**Run 1: clock network drawn from the DEF**

Scale bar: 20 µm.
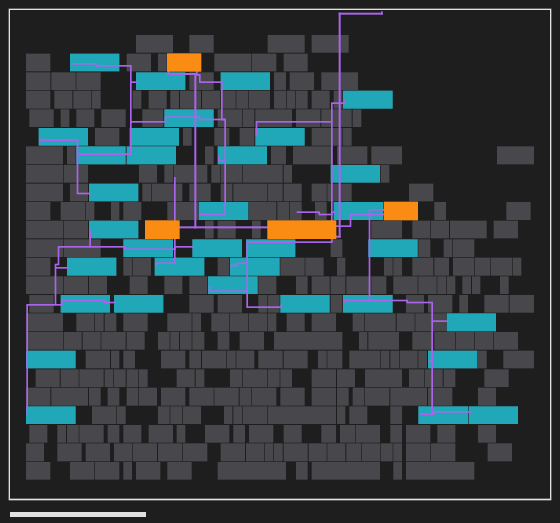
**Run 1: sequential cells grouped by signal name**

Other sequential cells in the stronger gray, the rest of the logic in the fainter gray.
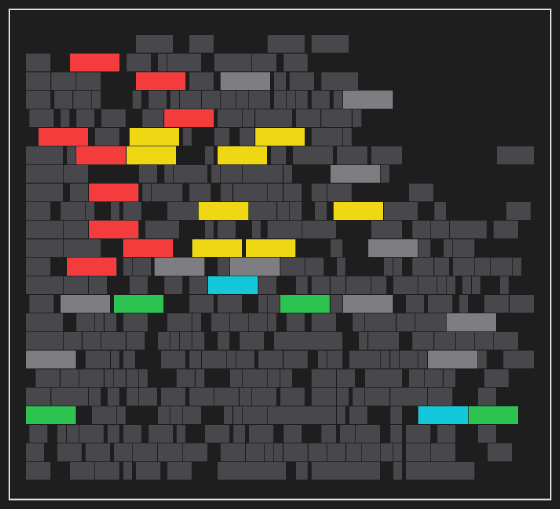
**Run 1: the clock network**

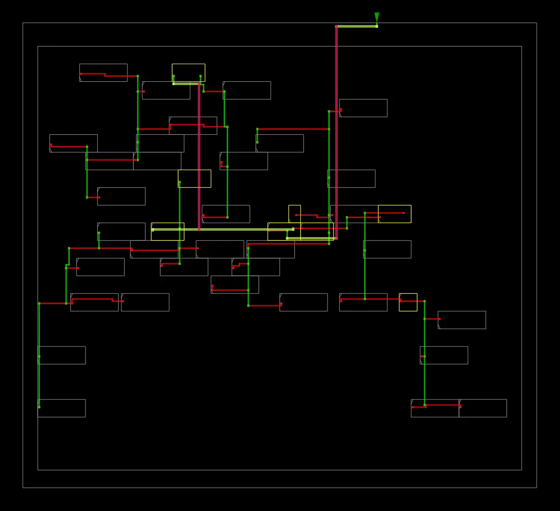
--- src/rtl/alu_req_arbiter.sv ---
// alu_req_arbiter
// Round-robin front end that lets NUM_REQ command sources share a single
// multi-cycle ALU. One command is in flight at a time: it is granted,
// issued to the ALU, waited on under a watchdog, and returned with the
// originating requester ID on a valid/ready response port.
//
// Optional build macro ALU_DIV0_GUARD_EN: when defined, a divide whose
// divisor is zero is answered locally with an error response and never
// reaches the ALU.
module alu_req_arbiter #(
    parameter int NUM_REQ        = 4,
    parameter int ID_W           = 2,
    parameter int TIMEOUT_CYCLES = 15
) (
    input  logic                  clk,
    input  logic                  reset,
    input  logic [NUM_REQ-1:0]    req_valid,
    input  logic [NUM_REQ*10-1:0] req_data,
    output logic [NUM_REQ-1:0]    req_ready,
    output logic                  alu_valid,
    output logic [3:0]            alu_data1,
    output logic [3:0]            alu_data2,
    output logic [1:0]            alu_op,
    input  logic [8:0]            alu_result,
    input  logic                  alu_done,
    output logic                  rsp_valid,
    input  logic                  rsp_ready,
    output logic [8:0]            rsp_result,
    output logic [ID_W-1:0]       rsp_id,
    output logic                  rsp_err
);

    typedef enum logic [1:0] {
        IDLE  = 2'd0,
        ISSUE = 2'd1,
        WAIT  = 2'd2,
        RESP  = 2'd3
    } state_t;

    // Requester count and last index at the widths they are compared against.
    localparam logic [ID_W:0]   NUM_REQ_W    = (ID_W + 1)'(NUM_REQ);
    localparam logic [ID_W-1:0] LAST_ID      = ID_W'(NUM_REQ - 1);
    localparam logic [ID_W-1:0] ID_ONE       = ID_W'(1);
    // The watchdog counts completed WAIT cycles, so the final allowed WAIT
    // cycle is the one where it still reads TIMEOUT_CYCLES-1.
    localparam logic [7:0]      TIMEOUT_LAST = 8'(TIMEOUT_CYCLES - 1);
    localparam logic [NUM_REQ-1:0] READY_ONE = {{(NUM_REQ - 1){1'b0}}, 1'b1};

    state_t                state;
    state_t                state_nxt;
    logic [ID_W-1:0]       rr_ptr;
    logic [ID_W-1:0]       op_id;
    logic [7:0]            wdog;

    logic [2*NUM_REQ-1:0]  req_dbl;
    logic [NUM_REQ-1:0]    req_rot;
    logic [ID_W-1:0]       gnt_ofs;
    logic [ID_W:0]         gnt_sum;
    logic [ID_W-1:0]       gnt_id;
    logic                  gnt_any;
    logic [9:0]            gnt_cmd;

    logic                  accept;
    logic                  div0_bypass;
    logic                  wd_expire;

    // Rotate the request vector so rr_ptr sits at bit 0, pick the lowest
    // set bit, then rotate the winner back into an absolute requester ID.
    always_comb begin
        req_dbl = {req_valid, req_valid} >> rr_ptr;
        req_rot = req_dbl[NUM_REQ-1:0];
        gnt_any = 1'b0;
        gnt_ofs = '0;
        for (int k = NUM_REQ - 1; k >= 0; k--) begin
            if (req_rot[k]) begin
                gnt_any = 1'b1;
                gnt_ofs = ID_W'(k);
            end
        end
        gnt_sum = {1'b0, rr_ptr} + {1'b0, gnt_ofs};
        if (gnt_sum >= NUM_REQ_W) begin
            gnt_sum = gnt_sum - NUM_REQ_W;
        end
        gnt_id = gnt_sum[ID_W-1:0];
    end

    // Select the granted requester's command word {op, data2, data1}.
    always_comb begin
        gnt_cmd = '0;
        for (int i = 0; i < NUM_REQ; i++) begin
            if (gnt_id == ID_W'(i)) begin
                gnt_cmd = req_data[i*10 +: 10];
            end
        end
    end

`ifdef ALU_DIV0_GUARD_EN
    // Divide with a zero divisor is answered locally instead of issued.
    assign div0_bypass = (gnt_cmd[9:8] == 2'd3) && (gnt_cmd[7:4] == 4'd0);
`else
    assign div0_bypass = 1'b0;
`endif

    assign accept    = (state == IDLE) && gnt_any && !reset;
    assign wd_expire = (wdog == TIMEOUT_LAST);
    assign rsp_id    = op_id;

    // State register.
    always_ff @(posedge clk) begin
        if (reset) begin
            state <= IDLE;
        end else begin
            state <= state_nxt;
        end
    end

    // Next-state decode plus the handshake strobes that depend only on state.
    always_comb begin
        state_nxt = state;
        req_ready = '0;
        alu_valid = 1'b0;
        rsp_valid = 1'b0;
        case (state)
            IDLE: begin
                if (gnt_any && !reset) begin
                    req_ready = READY_ONE << gnt_id;
                    state_nxt = div0_bypass ? RESP : ISSUE;
                end
            end
            ISSUE: begin
                alu_valid = 1'b1;
                state_nxt = WAIT;
            end
            WAIT: begin
                // Completion takes priority over a watchdog expiring in the same cycle.
                if (alu_done || wd_expire) begin
                    state_nxt = RESP;
                end
            end
            RESP: begin
                rsp_valid = 1'b1;
                if (rsp_ready) begin
                    state_nxt = IDLE;
                end
            end
            default: begin
                state_nxt = IDLE;
            end
        endcase
    end

    // Round-robin pointer moves just past whoever was granted.
    always_ff @(posedge clk) begin
        if (reset) begin
            rr_ptr <= '0;
        end else if (accept) begin
            rr_ptr <= (gnt_id == LAST_ID) ? '0 : gnt_id + ID_ONE;
        end
    end

    // Latch the accepted command; these drive the ALU until the next accept.
    always_ff @(posedge clk) begin
        if (reset) begin
            alu_op    <= '0;
            alu_data2 <= '0;
            alu_data1 <= '0;
            op_id     <= '0;
        end else if (accept) begin
            alu_op    <= gnt_cmd[9:8];
            alu_data2 <= gnt_cmd[7:4];
            alu_data1 <= gnt_cmd[3:0];
            op_id     <= gnt_id;
        end
    end

    // Watchdog counts WAIT cycles; cleared once the response is taken.
    always_ff @(posedge clk) begin
        if (reset) begin
            wdog <= '0;
        end else if (state == WAIT) begin
            wdog <= wdog + 8'd1;
        end else if ((state == RESP) && rsp_ready) begin
            wdog <= '0;
        end
    end

    // Capture the response payload; it holds until the next transaction ends.
    always_ff @(posedge clk) begin
        if (reset) begin
            rsp_result <= '0;
            rsp_err    <= 1'b0;
        end else if (accept && div0_bypass) begin
            rsp_result <= 9'h1FF;
            rsp_err    <= 1'b1;
        end else if ((state == WAIT) && alu_done) begin
            rsp_result <= alu_result;
            rsp_err    <= 1'b0;
        end else if ((state == WAIT) && wd_expire) begin
            rsp_result <= '0;
            rsp_err    <= 1'b1;
        end
    end

endmodule
--- config.mk ---
export PLATFORM = sky130hd
export DESIGN_NAME = alu_req_arbiter
export DESIGN_NICKNAME = d
export VERILOG_FILES = /design/src/rtl/alu_req_arbiter.sv
export SDC_FILE = /design/constraint.sdc
export NUM_CORES = 1
export LEC_CHECK = 0
export CAP_MARGIN = 40
export CORE_ASPECT_RATIO = 0.9
export CORE_MARGIN = 2
export CORE_UTILIZATION = 40
export DETAILED_ROUTE_END_ITERATION = 10
export PLACE_DENSITY = 0.84
export SYNTH_ARGS = -nofsm -noshare
export SYNTH_HDL_FRONTEND = slang
export SYNTH_SLANG_ARGS = --single-unit
--- constraint.sdc ---
create_clock -name clk -period 9.49 [get_ports clk]
set_input_delay 2.847 -clock clk [delete_from_list [all_inputs] [get_ports clk]]
set_output_delay 2.847 -clock clk [all_outputs]
set_load 0.1 [all_outputs]
==> results.tsv, run 1 <==
stage	metric	value	unit
run_status	status	completed	
detailed_routing	routed wire length	5980	µm
timing	Setup Skew	0.00617	ns
layout	share of layout cells above drive strength 1	13.4	%
synthesis	Post-synth seq share	33.5	%
global_routing	GRT Total Usage	21.9	%
clocking	Post-CTS Resized	0	
timing	RSZ-0062 raised after global routing	no	
floorplanning	total die size	5670	µm²
layout	ANT cells	0	
critical_path	WP data required	6.64	ns
critical_path	reg2reg start	rr_ptr[0]	
clocking	number of post-CTS setup repair buffers	0	
placement	PortBufs	84	
global_routing	total gr overflow	0	
clocking	htree depth	2	
layout	final non-filler cell total	415	
placement	gpl congestion	0.871	
layout	# nets final	417	
clocking	cts hold-fix bufs	0	
synthesis	synth warn	0	
detailed_routing	drt wl/cell	14.4	µm
global_routing	vias in the first global route	2210	
run	Max Cap Viol	0	
synthesis	yosys cell count	250	
critical_path	WS Path Type	in2out	
layout	Area Growth Syn to Fin	66.1	%
detailed_routing	drt pass-1 iters	4	
placement	DP HPWL	4620	µm
synthesis	synthesized area	2030	µm²
detailed_routing	Vias/cell	5.27	
global_routing	first-pass GRT wire length	9920	µm
detailed_routing	vias	2186	
hold_path	Min-Delay Path Class	reg2reg	
hold_path	hold path endpoint	rsp_id[0]	
synthesis	EDFF count, synth	0	
timing	fin crit period	8.71	ns
global_routing	largest net degree at the start of global routing	34	
timing	Max Slew Vio Count	0	
synthesis	area share, top type	33.5	%
power	pwr dens	295	nW/µm²
power	switching part of the total	50.2	%
timing	Hold Violations, Final	0	
clocking	CTS clk-pin slew, worst paths	0.06	ns
synthesis	ys flop type	dfxtp_1	
power	Net Switching	0.500	mW
timing	worst slew margin relative to its limit	39.6	%
detailed_routing	drt first-iter violations	75	
power	sequential share of power	19.3	%
floorplanning	die y size	71.6	µm
hold_path	worst hold path startpoint	rsp_id[0]	
critical_path	R2R depth	11	
timing	worst slew pin tran	0.906	ns
power	Internal	0.496	mW
timing	sum of negative setup slack	0	ns
critical_path	R2R Setup Slk	6.38	ns
critical_path	critical path launch point type	primary input	
timing	post-layout period usage	91.8	%
-- 'clock network drawn from the DEF' (at the start) --
Key: clock drivers = orange [count 5]; clock wires = purple [length 425 µm]; flip-flops = cyan [count 34]
There are 6 routed clock nets.
Late-Pin Clk Latency: 0.28 ns
proportion of power drawn by the clock network: 11.1%

-- 'sequential cells grouped by signal name' (at the start) --
Key: alu_op = cyan [sequential cells 2]; rsp_result = red [sequential cells 9]; wdog = yellow [sequential cells 8]; alu_data1 = green [sequential cells 4]

-- 'the clock network' (at the start) --
TritonCTS Buffers: 5
# clk buffers: 6
clk pwr: 0.111 mW
Flop Count: 34

run 1: critical path, stage by stage:
cell             delay (ns)
clkdlybuf4s50_1        0.57
or4_1                  0.57
o211ai_1               0.11
ha_1                   0.19
xnor2_1                0.13
xnor2_1                0.15
inv_1                  0.11
ha_1                   0.60
and3_1                 0.28
buf_4                  0.29
run 1: flip-flops by register name, summed over array words and instances (netlist names):
name / count
state: 2
rsp_err: 1
wdog: 8
rr_ptr: 2
alu_data2: 4
rsp_result: 9
rsp_id: 2
alu_data1: 4
alu_op: 2
run 1: per-layer routing:
layer / up-vias / part of all wire, % / routed length [µm] / global-route usage [%]
li1: 1081 / - / - / -
met3: 18 / 3.5 / 210 / 3.90
met4: 0 / 3.2 / 191 / 10.3
met1: 1030 / 39 / 2350 / 24.5
met2: 57 / 54 / 3230 / 40.3
met5: - / 0 / 0 / 0
run 1: placed cells by master (no fill, tap or decap), drive strengths merged, types with 2 or more instances in the layout:
cell type      count
xor2               2
a211oi             2
nand2b             6
nor2              27
and2               2
nand4              2
o211ai             2
a21o              10
and3               5
o32ai              2
clkbuf             6
nor3b             10
o21ai             14
clkdlybuf4s50     80
xnor2              3
mux2i              2
dfxtp             34
a22oi              9
ha                11
nor3               3
buf               30
nand2             25
a21oi             23
nand3              6
inv                8
nand3b            11
run 1: power groups by stage:
stage	Clock [mW]	Sequential, mW	Combinational (mW)
after floorplan	0	0.308	0.368
after global placement	0	0.194	0.589
after detailed placement	0	0.195	0.690
after CTS	0.114	0.192	0.693
after global routing	0.121	0.196	0.747
final	0.111	0.192	0.693
run 1: metrics by stage:
stage / power [mW] / worst slack (ns) / area [µm²]
2_1_floorplan: 0.677 / 1.25 / 2030
3_3_place_gp: 0.782 / 0.946 / 2860
3_5_place_dp: 0.885 / 0.803 / 3280
4_1_cts: 0.998 / 0.798 / 3370
5_1_grt: 1.06 / 0.524 / 3370
6_report: 0.996 / 0.779 / 3370
run 1: worst max-delay path by stage:
stage                       from            to  slack (ns)  cells after the start
finish              req_valid[2]  req_ready[2]        0.78                     10
global route        req_valid[2]  req_ready[2]        0.52                     10
CTS                 req_valid[2]  req_ready[2]        0.80                     10
detailed placement  req_valid[2]  req_ready[2]        0.80                     10
global placement    req_valid[2]  req_ready[2]        0.95                     10
floorplan           req_valid[2]  req_ready[1]        1.25                      9
run 1: area by class of cell:
type / instances / area, µm²
fill: 360 / 1490
sequential: 34 / 681
clock buffer: 6 / 82.6
tap: 65 / 81.3
clock inverter: 2 / 12.5
multi-input combinational: 190 / 1220
timing repair buffer: 110 / 1270
inverter: 8 / 30.0
run 1: cell families after synthesis:
logic type | Yosys count | share of synthesized area [%]
flops | 34 | 33.5
buf+inv | 26 | 6.53
compound gates | 68 | 21.9
fa+ha+maj | 11 | 6.77
xor+xnor | 5 | 2.16
simple gates | 103 | 27.6
mux | 3 | 1.54
--- run 2 (diff from run 1) ---
Settings changed: MAX_ROUTING_LAYER set to met4.
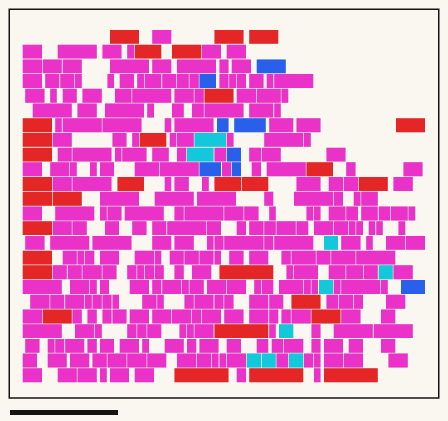
**Above:** run 2 (cells by drive strength).
Scale bar: 20 µm.
Key: _3 and _4 cells = cyan [cells 9, share 2.6%]; _2 cells = blue [cells 8, share 2.3%]; _6 and larger = red [cells 30, share 8.6%]; _0 and _1 cells = magenta [cells 303, share 87%]
Area Growth Syn to Fin: 66.1%
Final WS setup: 0.788 ns
Buffers, non-clock: 110
post-route design area: 3370 µm²

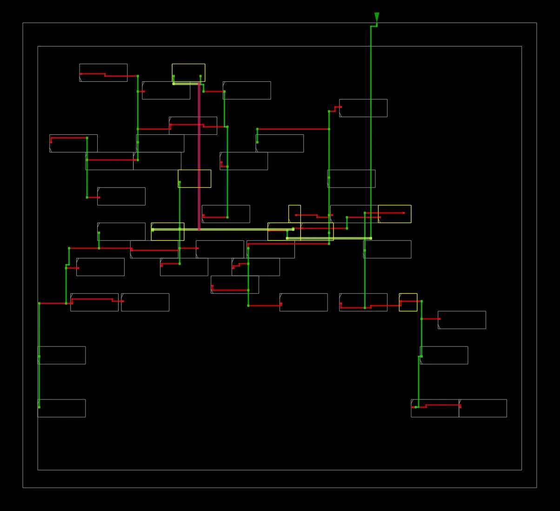
**Above:** run 2 (the clock network).
Setup Skew: 0.00572 ns
clk sinks: 34

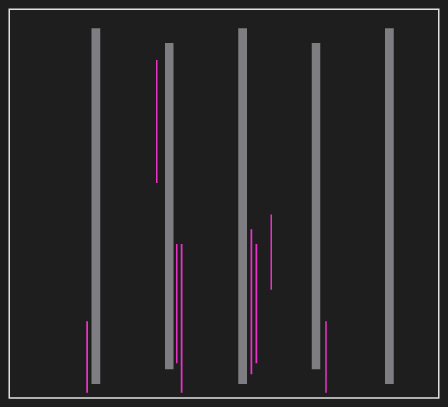
**Above:** run 2 (M4 wires).
Supply wires on this layer in gray.
8 nets have wire on it. The wires run mostly vertical. The layer holds 2.7% of the routed length.

==> results.tsv, run 2 <==
stage	metric	value	unit
timing	worst slew pin tran	0.898	ns
synthesis	area share, top type	33.5	%
global_routing	GRT Total Usage	22.6	%
run_status	status	completed	
synthesis	Post-synth seq share	33.5	%
floorplanning	die y size	71.6	µm
timing	worst slew margin relative to its limit	40.1	%
critical_path	WP data required	6.64	ns
power	switching part of the total	50.3	%
layout	# nets final	417	
critical_path	critical path launch point type	primary input	
synthesis	Yosys reg bits	34	
detailed_routing	routed wire length	6000	µm
timing	RSZ-0062 raised after global routing	no	
power	Net Switching	0.502	mW
power	proportion of power drawn by the clock network	11.1	%
clocking	cts hold-fix bufs	0	
layout	most used logic cell in the final layout	clkdlybuf4s50_1	
clocking	Late-Pin Clk Latency	0.28	ns
layout	max reg flops	9	
placement	PortBufs	84	
timing	fin crit period	8.70	ns
global_routing	largest net degree at the start of global routing	34	
layout	largest register by flop count	rsp_result	
layout	top flop regs	rsp_result (9), wdog (8)	
power	Internal	0.496	mW
floorplanning	total die size	5670	µm²
critical_path	WS Path Type	in2out	
clocking	number of post-CTS setup repair buffers	0	
placement	DP HPWL	4620	µm
synthesis	EDFF count, synth	0	
layout	final core occ	69.4	%
clocking	CTS tree	done	
synthesis	yosys cell count	250	
global_routing	total gr overflow	0	
power	sequential share of power	19.2	%
detailed_routing	vias	2184	
detailed_routing	drt pass-1 iters	4	
timing	post-layout period usage	91.7	%
clocking	CTS clk-pin slew, worst paths	0.07	ns
detailed_routing	Vias/cell	5.26	
clocking	htree depth	2	
global_routing	first-pass GRT wire length	9900	µm
clocking	TritonCTS Buffers	5	
run	Max Cap Viol	0	
synthesis	ys flop type	dfxtp_1	
layout	share of layout cells above drive strength 1	13.4	%
detailed_routing	drt wl/cell	14.5	µm
floorplanning	Die X	79.1	µm
synthesis	synth warn	0	
power	pwr dens	296	nW/µm²
global_routing	vias in the first global route	2210	
[run 2: worst max-delay path, cell delays in order]
cell	delay (ns)
clkdlybuf4s50_1	0.57
or4_1	0.57
o211ai_1	0.11
ha_1	0.19
xnor2_1	0.13
xnor2_1	0.15
inv_1	0.11
ha_1	0.60
and3_1	0.28
buf_4	0.29
[run 2: path summary, 6_finish.rpt]
path	cells past startpoint	slack, ns	from	to
max	10	0.79	req_valid[2]	req_ready[2]
min	2	0.49	rsp_id[0]	rsp_id[0]
max reg2reg	11	6.37	rr_ptr[0]	alu_data1[0]
min reg2reg	2	0.49	rsp_id[0]	rsp_id[0]
[run 2: through the flow]
stage               total power [mW]  hold slack [ns]  worst slack, ns  cells
CTS                            0.998            0.496            0.798    415
global placement               0.782            0.470            0.946    383
floorplan                      0.677            0.471             1.25    250
finish                         0.997            0.495            0.788    415
global route                    1.06            0.512            0.526    415
detailed placement             0.885            0.482            0.803    407
[run 2: metal layers]
metal  vias up  part of all wire (%)  track usage [%]
met2        56                    54             40.2
met4         0                   2.6             10.3
met5         -                     0                -
met3        16                   3.2             3.65
met1      1034                    40             24.7
li1       1078                     -                -
[run 2: area by class of cell]
cell class | instances | area, µm²
clock buffers | 6 | 82.6
clock inverters | 2 | 12.5
fillers | 360 | 1490
inverters | 8 | 30.0
multi-input cells | 190 | 1220
flip-flops and latches | 34 | 681
well taps | 65 | 81.3
repair buffers | 110 | 1270
[run 2: logic make-up after synthesis]
| logic type | after synthesis | share of synthesized area [%] |
|---|---|---|
| simple gates | 103 | 27.6 |
| compound gates | 68 | 21.9 |
| flops | 34 | 33.5 |
| buf+inv | 26 | 6.53 |
| fa+ha+maj | 11 | 6.77 |
| xor+xnor | 5 | 2.16 |
| mux | 3 | 1.54 |
[run 2: power by group through the flow]
stage	clock network [mW]	logic, mW	registers, mW
floorplan	0	0.368	0.308
global placement	0	0.589	0.194
detailed placement	0	0.690	0.195
CTS	0.114	0.693	0.192
global route	0.121	0.747	0.196
finish	0.111	0.694	0.192
Power and IR drop assume default switching activity.
